**Sizing map**

Scale: 4 px per µm.
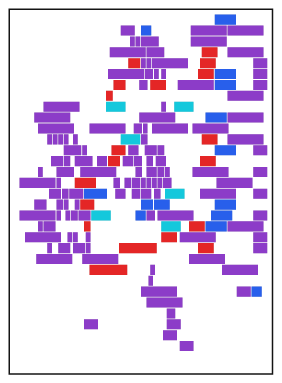
**Selected gate families**

Scale: 4 px per µm.
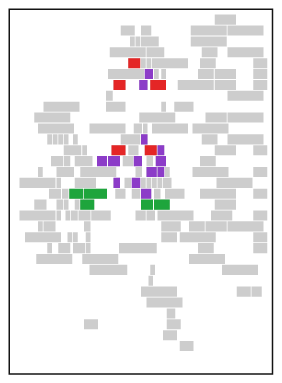
**config.mk**
```make
export PLATFORM = sky130hd
export DESIGN_NAME = uart_rx_deframer
export DESIGN_NICKNAME = d
export VERILOG_FILES = /design/src/rtl/uart_rx_deframer.sv
export SDC_FILE = /design/constraint.sdc
export NUM_CORES = 1
export LEC_CHECK = 0
export CORE_ASPECT_RATIO = 1.4
export CORE_UTILIZATION = 30
export DETAILED_ROUTE_END_ITERATION = 10
export PLACE_DENSITY = 0.51
export SLEW_MARGIN = 20
export SYNTH_ARGS = -nofsm -noshare
export SYNTH_HDL_FRONTEND = slang
export SYNTH_SLANG_ARGS = --single-unit
```
**constraint.sdc**
```tcl
create_clock -name clk -period 2.25 [get_ports clk]
set_input_delay 0.225 -clock clk [delete_from_list [all_inputs] [get_ports clk]]
set_output_delay 0.225 -clock clk [all_outputs]
set_load 0.02 [all_outputs]
```
**src/rtl/uart_rx_deframer.sv**
```systemverilog
// uart_rx_deframer: 8N1 serial receive deframer with a one-byte holding register.
// Latency: rx_valid, frame_error or overrun appear 1 clk after the mid-stop-bit sample.
// Backpressure: one byte is held until rx_valid && rx_ready. A good frame that arrives while it is still held is dropped and flagged with overrun.
//
// Ports:
//   clk, reset_n        system clock and asynchronous active-low reset
//   ena                 enable; low parks the receiver in IDLE and drops any partial frame
//   rx_signal           asynchronous serial line, idle high
//   rx_data/rx_valid    held byte and its valid flag; data stays stable while valid is high
//   rx_ready            consumer accept
//   frame_error         1-cycle pulse when the stop bit is sampled low
//   overrun             1-cycle pulse when a good byte is lost because the holding register is full
module uart_rx_deframer #(
  parameter int DATA_WIDTH = 8,
  parameter int BAUD_RATE  = 115_200,
  parameter int CLK_FREQ   = 50_000_000
) (
  input  logic                  clk,
  input  logic                  reset_n,
  input  logic                  ena,
  input  logic                  rx_signal,
  output logic [DATA_WIDTH-1:0] rx_data,
  output logic                  rx_valid,
  input  logic                  rx_ready,
  output logic                  frame_error,
  output logic                  overrun
);

  localparam int CLKS_PER_BIT = CLK_FREQ / BAUD_RATE;
  localparam int HALF_BIT     = CLKS_PER_BIT / 2;
  localparam int TW           = $clog2(CLKS_PER_BIT);
  localparam int IW           = (DATA_WIDTH > 1) ? $clog2(DATA_WIDTH) : 1;

  localparam logic [TW-1:0] T_HALF   = TW'(HALF_BIT - 1);
  localparam logic [TW-1:0] T_FULL   = TW'(CLKS_PER_BIT - 1);
  localparam logic [IW-1:0] IDX_LAST = IW'(DATA_WIDTH - 1);

  typedef enum logic [2:0] {
    ST_IDLE,
    ST_START,
    ST_DATA,
    ST_STOP,
    ST_BREAK
  } state_t;

  state_t                state_q, state_d;
  logic [TW-1:0]         timer_q, timer_d;
  logic [IW-1:0]         idx_q, idx_d;
  logic [DATA_WIDTH-1:0] shift_q, shift_d;
  logic                  rx_meta, rxs;
  logic                  good_stop, bad_stop;
  logic                  take;

  // Two-flop synchronizer; reset to the idle (high) line level so that
  // reset release never looks like a start bit.
  always_ff @(posedge clk or negedge reset_n) begin
    if (!reset_n) begin
      rx_meta <= 1'b1;
      rxs     <= 1'b1;
    end else begin
      rx_meta <= rx_signal;
      rxs     <= rx_meta;
    end
  end

  always_ff @(posedge clk or negedge reset_n) begin
    if (!reset_n) begin
      state_q <= ST_IDLE;
      timer_q <= '0;
      idx_q   <= '0;
      shift_q <= '0;
    end else begin
      state_q <= state_d;
      timer_q <= timer_d;
      idx_q   <= idx_d;
      shift_q <= shift_d;
    end
  end

  always_comb begin
    state_d   = state_q;
    timer_d   = timer_q + 1'b1;
    idx_d     = idx_q;
    shift_d   = shift_q;
    good_stop = 1'b0;
    bad_stop  = 1'b0;

    case (state_q)
      ST_IDLE: begin
        timer_d = '0;
        idx_d   = '0;
        if (!rxs) state_d = ST_START;
      end

      // Half a bit into the start bit: a line that is already high again
      // was only a glitch and is ignored without flags.
      ST_START: begin
        if (timer_q == T_HALF) begin
          timer_d = '0;
          idx_d   = '0;
          state_d = rxs ? ST_IDLE : ST_DATA;
        end
      end

      // LSB first: shift right and insert at the MSB, so after the last
      // bit the first received bit sits at bit 0.
      ST_DATA: begin
        if (timer_q == T_FULL) begin
          timer_d = '0;
          shift_d = {rxs, shift_q[DATA_WIDTH-1:1]};
          idx_d   = idx_q + 1'b1;
          if (idx_q == IDX_LAST) begin
            idx_d   = '0;
            state_d = ST_STOP;
          end
        end
      end

      ST_STOP: begin
        if (timer_q == T_FULL) begin
          timer_d = '0;
          if (rxs) begin
            good_stop = 1'b1;
            state_d   = ST_IDLE;
          end else begin
            bad_stop = 1'b1;
            state_d  = ST_BREAK;
          end
        end
      end

      // A line held low after a bad stop (break) must return high before
      // the next falling edge can count as a start bit.
      ST_BREAK: begin
        timer_d = '0;
        if (rxs) state_d = ST_IDLE;
      end

      default: begin
        state_d = ST_IDLE;
        timer_d = '0;
        idx_d   = '0;
      end
    endcase

    if (!ena) begin
      state_d   = ST_IDLE;
      timer_d   = '0;
      idx_d     = '0;
      good_stop = 1'b0;
      bad_stop  = 1'b0;
    end
  end

  assign take = rx_valid && rx_ready;

  // The holding register decides on the stop-sample cycle, so the byte or
  // the flag shows up on the next cycle. A byte consumed on that same cycle
  // frees the slot for the new one.
  always_ff @(posedge clk or negedge reset_n) begin
    if (!reset_n) begin
      rx_data     <= '0;
      rx_valid    <= 1'b0;
      frame_error <= 1'b0;
      overrun     <= 1'b0;
    end else begin
      frame_error <= bad_stop;
      overrun     <= 1'b0;
      if (good_stop && (!rx_valid || take)) begin
        rx_data  <= shift_q;
        rx_valid <= 1'b1;
      end else begin
        if (good_stop) overrun  <= 1'b1;
        if (take)      rx_valid <= 1'b0;
      end
    end
  end

endmodule

```
==> Changelog: implementation <==
## Implementation

- Status: complete, no violations
- Ao+oa area frac: 7.77%
- Post-Route WL: 2.87 mm
- Seq cells: 36
- Tally of OpenROAD warnings: 28
- XOR Share, Synth: 3.63%
- Area leader, netlist: dfrtp_1
- CTS Sinks: 36
- Later-pin clock latency in the skew report: 0.28 ns
- Vias in the first global route: 1203
- Worst VDD drop: 0.000300 V
- Die span in y: 90.8 µm
- Post-CTS Setup Inserts: 0
- Max-cap viol count: 0
- CTS tree: yes
- Commonest Layout Cell: dfrtp_1
- Cells on worst reg2reg path: 6
- Combinational gate area: 736 µm²
- Antenna cell count: 0
- Critical path launch point type: register
- Initial antenna violation count: 0
- Reg-to-Reg End: rx_data[7]$_DFFE_PN0P_
- Critical path's slowest cell: dfrtp_1
- Final instance area: 2010 µm²
- Row count: 32
- Post-layout min period: 1.88 ns
- YS warnings: 0
- Critical path buffers and inverters: 1
- Combinational share of power: 4.0%
- Biggest register: timer_q
- Worst reg2reg setup slack: 0.37 ns
- Die W: 65.4 µm
- Post-DP HPWL: 2.16 mm
- M1 WL: 1.16 mm
- Max-area cell class: flip-flops and latches
- Critical Path RT: 2.42 ns
- Vias post-DR: 1125
- Clk buf depth: 2
- Cells along the critical path: inv_1, ha_1, and4b_1, and2_4, and4_4, mux2_4
- Final setup TNS: 0 ns
- Tap cells: 68
- Clk_skew: 0.00504 ns
- Cts repair resizes: 0
- Clk cell area share: 4.61%
- Crit path capture: rx_data[7]$_DFFE_PN0P_
- Largest net degree at the start of global routing: 37
- CP Capture Type: register
- Routed vias/inst: 4.87
- Post-synthesis chip area from yosys: 1690 µm²
- Filler-free cell count of the finished design: 231
- Comb gates: 96
- Worst Path Arrival: 2.05 ns
- # hold bufs at CTS: 0
- Residual DRC count: 0
- Final WS setup: 0.371 ns
- Fp_density: 30.8%
- Number of flip-flops in the largest register: 9
- Iteration tally of the first detailed-router pass: 4
- # setup viols final: 0
- Sw Pwr: 0.252 mW
- Biggest regs: timer_q: 9 flops, rx_data: 8 flops, shift_q: 8 flops
- Synth top area cells: dfrtp_1 (50%), mux2_4 (7.1%), mux2_2 (5.3%)
- Comb/total area: 36.6%
- Fraction of area in registers: 45.0%
- Wire per inst: 12.4 µm
- Sequential-to-total area share from yosys stat: 53.4%
- RePlAce Congestion: 0.814
- Fill count: 519
- Netlist Area Pre-Place: 1690 µm²
- Buffering overhead: 8.60%
- Reg power frac: 56.5%
- Simple-gate share of the synthesized area: 16.0%
- Mapped Avg Cell Area: 12.0 µm²
- Dpl ws: 0.384 ns
- DR iter-0 viols: 53
- Final hold slack: 0.353 ns
- Combinational power: 0.0472 mW
Notes on 'sizing map' above:
size	color	cells	share	most used
x6 and larger	cyan	6	3.7%	clkbuf_8
x2	red	19	12%	mux2_2
x3 and x4	blue	14	8.6%	mux2_4
x1 and smaller	purple	124	76%	dfrtp_1

Notes on 'selected gate families' above:
family	color	cells
and/or cells	green	5
non-inverting ao/oa cells	red	5
aoi and oai cells	purple	13

[logic make-up (layout without fill, tap and decap cells)]
logic type / count (synthesis) / after routing
simple gates: 50 / 50
mux: 16 / 16
fa+ha+maj: 5 / 5
buf+inv: 9 / 31
compound gates: 18 / 18
flops: 36 / 36
xor+xnor: 7 / 7
[cells in the mapped netlist, drive strengths merged]
master,n
nor4b,1
a21bo,1
nor3b,3
a21boi,1
dfstp,2
dfrtp,34
ha,5
and4b,1
and4bb,1
nor4,1
a21oi,3
nor3,3
inv,5
o211ai,2
a31o,2
xnor2,5
nor2,15
and2,1
o31a,1
xor2,2
o22ai,2
nand4,1
o21ai,2
nand2b,3
nand2,13
a22oi,1
mux2,16
buf,4
and4,2
nand3,5
a31oi,2
o221a,1
Power is estimated from default activity; no workload was simulated.
